<file path="config.mk">
export PLATFORM = sky130hd
export DESIGN_NAME = rob_id_alloc_ctrl
export DESIGN_NICKNAME = d
export VERILOG_FILES = /design/src/rtl/rob_pkg.sv /design/src/rtl/rob_row_fifo_ctrl.sv /design/src/rtl/rob_id_alloc_ctrl.sv
export SDC_FILE = /design/constraint.sdc
export NUM_CORES = 1
export LEC_CHECK = 0
export CORE_UTILIZATION = 45
export DETAILED_ROUTE_END_ITERATION = 12
export PLACE_DENSITY = 0.7
export SLEW_MARGIN = 20
export SYNTH_ARGS = -nofsm -noshare
export SYNTH_HDL_FRONTEND = slang
export SYNTH_SLANG_ARGS = --single-unit
</file>
<file path="constraint.sdc">
create_clock -name clk -period 4.01 [get_ports clk]
set_clock_uncertainty 0.05 [all_clocks]
set_input_delay 1.203 -clock clk [delete_from_list [all_inputs] [get_ports clk]]
set_output_delay 1.203 -clock clk [all_outputs]
set_load 0.005 [all_outputs]
</file>
<file path="src/rtl/rob_pkg.sv">
// Shared definitions for the ROB internal-tag allocator.
// Holds the default matrix geometry, the index-width helpers and the
// tag / per-row state record types used by the allocator and its row FIFOs.
package rob_pkg;

  localparam int NUM_ROWS_DEF = 4;
  localparam int NUM_COLS_DEF = 4;

  // Index widths; a dimension of 1 still gets a 1-bit index so ports never
  // collapse to zero width.
  function automatic int row_w(input int n);
    return (n < 2) ? 1 : $clog2(n);
  endfunction

  function automatic int col_w(input int n);
    return (n < 2) ? 1 : $clog2(n);
  endfunction

  localparam int ROW_W_DEF = row_w(NUM_ROWS_DEF);
  localparam int COL_W_DEF = col_w(NUM_COLS_DEF);

  // Internal RID as seen by the tag map: {row, col}.
  typedef struct packed {
    logic [ROW_W_DEF-1:0] row;
    logic [COL_W_DEF-1:0] col;
  } rob_tag_t;

  // Bookkeeping of one row at the default geometry.
  typedef struct packed {
    logic [COL_W_DEF-1:0] head;
    logic [COL_W_DEF-1:0] tail;
    logic [COL_W_DEF:0]   count;
  } rob_row_state_t;

endpackage

</file>
<file path="src/rtl/rob_row_fifo_ctrl.sv">
// Bookkeeping for one row of the tag matrix.
// Columns are handed out at tail and retired at head in strict FIFO order.
// Ports:
//   clk, rst   clock and synchronous active-high reset
//   inc        allocate the column at tail on this edge
//   dec        retire the column at head on this edge
//   full       count == NUM_COLS
//   empty      count == 0
//   head       oldest outstanding column (next legal retire)
//   tail       next column to hand out
//   used       per-column allocated bits
module rob_row_fifo_ctrl
  import rob_pkg::*;
#(
  parameter int NUM_COLS = NUM_COLS_DEF,
  localparam int COL_W = col_w(NUM_COLS)
) (
  input  logic                clk,
  input  logic                rst,
  input  logic                inc,
  input  logic                dec,
  output logic                full,
  output logic                empty,
  output logic [COL_W-1:0]    head,
  output logic [COL_W-1:0]    tail,
  output logic [NUM_COLS-1:0] used
);

  logic [COL_W:0] count;

  // Pointers wrap through natural COL_W overflow. inc and dec never target
  // the same column in one cycle, so the two used-bit writes never collide.
  always_ff @(posedge clk) begin
    if (rst) begin
      head  <= '0;
      tail  <= '0;
      count <= '0;
      used  <= '0;
    end else begin
      if (inc) begin
        used[tail] <= 1'b1;
        tail       <= tail + COL_W'(1);
      end
      if (dec) begin
        used[head] <= 1'b0;
        head       <= head + COL_W'(1);
      end
      case ({inc, dec})
        2'b10:   count <= count + (COL_W+1)'(1);
        2'b01:   count <= count - (COL_W+1)'(1);
        default: count <= count;
      endcase
    end
  end

  assign full  = (count == (COL_W+1)'(NUM_COLS));
  assign empty = (count == '0);

endmodule

</file>
<file path="src/rtl/rob_id_alloc_ctrl.sv">
// Global internal-tag allocator and retire sequencer for the read reorder path.
// Tags form a NUM_ROWS x NUM_COLS matrix; an internal RID is {row,col}.
// Ports:
//   clk, rst                       clock, synchronous active-high reset
//   alloc_req/alloc_row            AR path asks for a column in a row
//   alloc_gnt/alloc_col            combinational grant and granted column
//   free_req/free_row/free_col     R path retires a tag on last beat
//   free_gnt/free_misorder         combinational accept / reject pulse
//   err_sticky                     latched on any rejected retire
//   row_full/row_empty             per-row occupancy status
//   used_slots                     allocated bitmap, bit row*NUM_COLS+col
//   all_idle                       every row empty
module rob_id_alloc_ctrl
  import rob_pkg::*;
#(
  parameter int NUM_ROWS = NUM_ROWS_DEF,
  parameter int NUM_COLS = NUM_COLS_DEF,
  localparam int ROW_W = row_w(NUM_ROWS),
  localparam int COL_W = col_w(NUM_COLS)
) (
  input  logic                         clk,
  input  logic                         rst,
  input  logic                         alloc_req,
  input  logic [ROW_W-1:0]             alloc_row,
  output logic                         alloc_gnt,
  output logic [COL_W-1:0]             alloc_col,
  input  logic                         free_req,
  input  logic [ROW_W-1:0]             free_row,
  input  logic [COL_W-1:0]             free_col,
  output logic                         free_gnt,
  output logic                         free_misorder,
  output logic                         err_sticky,
  output logic [NUM_ROWS-1:0]          row_full,
  output logic [NUM_ROWS-1:0]          row_empty,
  output logic [NUM_ROWS*NUM_COLS-1:0] used_slots,
  output logic                         all_idle
);

  logic [COL_W-1:0]    head_a [NUM_ROWS];
  logic [COL_W-1:0]    tail_a [NUM_ROWS];
  logic [NUM_COLS-1:0] used_a [NUM_ROWS];
  logic [NUM_ROWS-1:0] inc;
  logic [NUM_ROWS-1:0] dec;
  logic                free_legal;

  for (genvar r = 0; r < NUM_ROWS; r++) begin : g_row
    rob_row_fifo_ctrl #(.NUM_COLS(NUM_COLS)) u_row (
      .clk   (clk),
      .rst   (rst),
      .inc   (inc[r]),
      .dec   (dec[r]),
      .full  (row_full[r]),
      .empty (row_empty[r]),
      .head  (head_a[r]),
      .tail  (tail_a[r]),
      .used  (used_a[r])
    );
    assign used_slots[r*NUM_COLS +: NUM_COLS] = used_a[r];
  end

  // Fullness comes from registered state only, so a same-cycle retire on a
  // full row does not open the slot until the next cycle. The alloc and free
  // decisions use disjoint inputs, keeping the two paths independent.
  assign alloc_gnt  = alloc_req && !rst && !row_full[alloc_row];
  assign alloc_col  = tail_a[alloc_row];

  assign free_legal    = used_a[free_row][free_col] && (free_col == head_a[free_row]);
  assign free_gnt      = free_req && !rst && free_legal;
  assign free_misorder = free_req && !rst && !free_legal;

  assign all_idle = &row_empty;

  // One-hot row strobes for the row FIFOs.
  always_comb begin
    inc = '0;
    dec = '0;
    inc[alloc_row] = alloc_gnt;
    dec[free_row]  = free_gnt;
  end

  // Any rejected retire is remembered until reset.
  always_ff @(posedge clk) begin
    if (rst) begin
      err_sticky <= 1'b0;
    end else if (free_misorder) begin
      err_sticky <= 1'b1;
    end
  end

endmodule

</file>
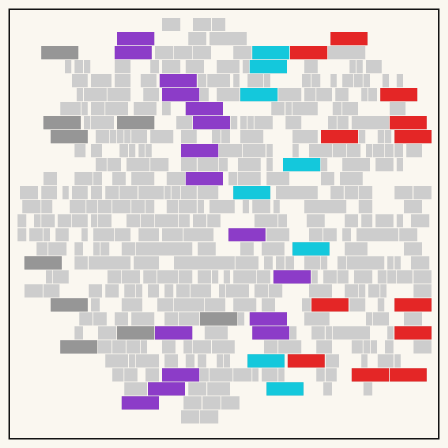
Figure 1: sequential cells grouped by signal name.
Other sequential cells in the stronger grey, the rest of the logic in the fainter grey.
legend:
  red:
    netlist_name: g_row.u_row.count
    flops: 12
  purple:
    netlist_name: g_row.u_row.used
    flops: 16
  cyan:
    netlist_name: g_row.u_row.tail
    flops: 8
not coloured: 9
Finished Core Util: 0.605
seq pwr: 0.461 mW

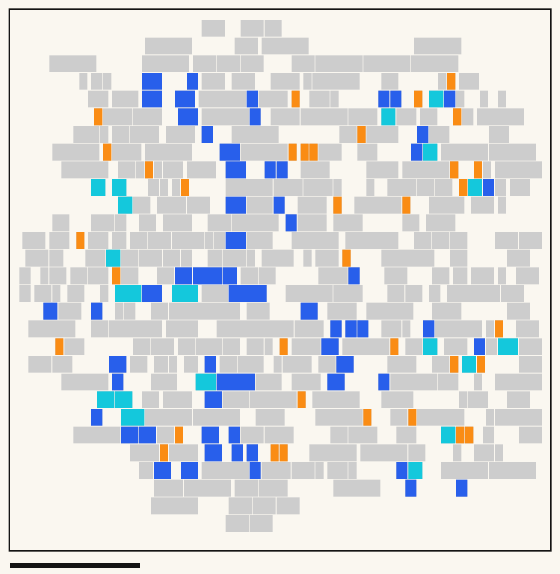
Figure 2: gate families picked out.
Scale bar: 20 um.
legend:
  blue:
    family: inverting AOI/OAI gates
    cells: 59
    most_used: a21oi_1
  cyan:
    family: AND and OR gates
    cells: 19
    most_used: and3_1
  orange:
    family: inverters
    cells: 35
    most_used: inv_1
fin cells: 471
logic share of the area: 0.476

==> flow_summary.yaml <==
# generated from flow reports
setup_path:
  end_kind: "output port"
  cp-start-kind: "input port"
  cp_max_fo: 6
synth:
  edf_count: 0
  area_leaders: "dfxtp_1 30%, ha_1 15%, inv_1 4.4%, a21oi_1 4.4%, nor2_1 4.2%"
  most_common_cell: "dfxtp_1"
  synth_cell_types: 51
  ys_cells: 321
  yosys_area_um2: 2960
  synth_top_area_share: 0.305
  synthArstFlopShare: 0
  syn_nets: 371
  synth.largest_area_cell: "dfxtp_1"
  ff_type: "dfxtp_1"
detailed_routing:
  drt_wl_total_um: 6880
  wl_per_cell_um: 14.6
  drtAntennaViolNets: 0
  viasPerCell: 5.25
  drt-pass1-iter-count: 4
  drc: 0
floorplan:
  design.die.area_um2: 6900
  initial_core_util: 0.466
  design.core.area_um2: 6350
  fp-row-count: 29
  ios: 41
placement:
  placed_cell_area_um2: 3650
  dpl.cell_count: 458
  routabilityCongestion: 0.800
  place.detailed.hpwl_um: 5150
flow_run:
  warnings: 50
min_path:
  hold_class: "reg -> reg"
final_timing:
  setup-tns-final_ns: 0
  maxSlewViolCount: 0
  fin_crit_sh: 0.981
  max-slew-margin-rel: 0.779
  worst_pin_slew_ns: 0.330
  final_hold_viol_count: 0
power_and_ir_drop:
  powerDensity_nw_per_um2: 249
global_routing:
  grt.total_usage: 0.205
  overflow: 0
  antenna_found_initial: 0
cts:
  htreeDepth: 2
  postCtsHoldBufs: 0
  cts_tree: "yes"
finish:
  layout-drive-gt1-share: 0.213
  postLayoutCellArea_um2: 3840
  area_growth_syn_to_layout_pct: 29.8
outcome:
  status: "completed"
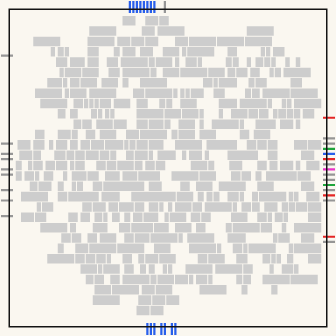
Figure 3: I/O pins on the die edge.
Pins as bars across the die edge, other pins in grey.
legend:
  blue:
    port: used_slots
    pins: 16
    direction: output
    edge: 8 top, 7 bottom, 1 right
  red:
    port: row_full
    pins: 4
    direction: output
    edge: right
  magenta:
    port: alloc_req
    pins: 1
    direction: input
    edge: right
  green:
    port: alloc_row
    pins: 2
    direction: input
    edge: right
all pins by edge: 16 right, 9 left, 9 top, 7 bottom
die width: 83.1 um
Die Ht: 83.1 um
Port Buffer Count: 40

[layout by cell type (no fill, tap or decap), types with 3 or more instances in the layout]
cell             instances
fa_1                     4
xor2_1                  10
o21ai_0                  5
nand3_1                  4
xnor2_1                  5
inv_1                   35
mux4_2                   4
a311oi_1                 8
dlygate4sd2_1            4
clkdlybuf4s50_1         33
a211oi_1                 8
nand2_1                  4
ha_1                    36
clkbuf_8                 6
nor3_1                   7
a21oi_1                 26
and3_1                   7
mux2i_1                  8
nand2b_1                 3
nor2_1                  32
dfxtp_1                 45
or3_1                    4
buf_4                   45
mux2_2                   7
o31ai_1                  3
[path summary, 6_finish.rpt]
path	startpoint	end	slack, ns	depth (start not counted)
worst min-delay path	err_sticky$_SDFFE_PP0P_	err_sticky$_SDFFE_PP0P_	0.43	2
worst max register to register	g_row[3].u_row.head[0]$_SDFFE_PP0N_	g_row[2].u_row.count[2]$_SDFFE_PP0P_	0.94	12
worst max-delay path	free_row[1]	free_misorder	0.08	9
worst min register to register	err_sticky$_SDFFE_PP0P_	err_sticky$_SDFFE_PP0P_	0.43	2
[where the power goes]
group          total, mW  internal (mW)  switching (mW)  leakage (nW)
combinational      0.137         0.0731          0.0639          1.10
sequential         0.461          0.453         0.00775         0.364
clock              0.359          0.203           0.156        0.0585
[layer usage]
| metal | global-route usage | part of all wire | up-vias |
|---|---|---|---|
| met1 | 0.266 | 0.45 | 1167 |
| met5 | 0 | 0 | - |
| met2 | 0.345 | 0.50 | 50 |
| li1 | - | - | 1246 |
| met4 | 0.0690 | 0.015 | 0 |
| met3 | 0.0338 | 0.038 | 11 |
[timing repair]
item,in CTS,in global routing
endpoints found under the setup margin,7,3
setup buffers,3,1
pin swaps,4,6
gates cloned,1,0
resized,19,4
[worst max-delay path: stages]
cell	delay [ns]
buf_4	0.13
bufbuf_16	0.27
and2_4	0.15
or3_4	0.33
o211ai_1	0.13
o21ai_1	0.14
nor2_1	0.15
nor2_1	0.06
clkbuf_2	0.10
[cell type report]
cell class / instances / area [um^2]
Clock buffer: 7 / 86.3
Clock inverter: 1 / 30.0
Fill cell: 531 / 2510
Inverter: 35 / 131
Multi-Input combinational cell: 220 / 1830
Sequential cell: 45 / 901
Tap cell: 77 / 96.3
Timing Repair Buffer: 86 / 766
[sequential cells by signal (all words and copies together), names as in the netlist]
signal             count
g_row.u_row.used      16
g_row.u_row.count     12
g_row.u_row.head       8
g_row.u_row.tail       8
err_sticky             1
[kinds of logic (layout without fill, tap and decap cells)]
| family | count (synthesis) | after routing | synth area share |
|---|---|---|---|
| buffers and inverters | 56 | 129 | 0.0872 |
| muxes | 21 | 21 | 0.0918 |
| DFF | 45 | 45 | 0.305 |
| and+or+nand+nor | 82 | 82 | 0.154 |
| xor gates and xnor gates | 15 | 15 | 0.0444 |
| adders and majority gates | 40 | 40 | 0.179 |
| AOI/OAI and AO/OA | 62 | 62 | 0.138 |
Power and IR drop assume default switching activity.
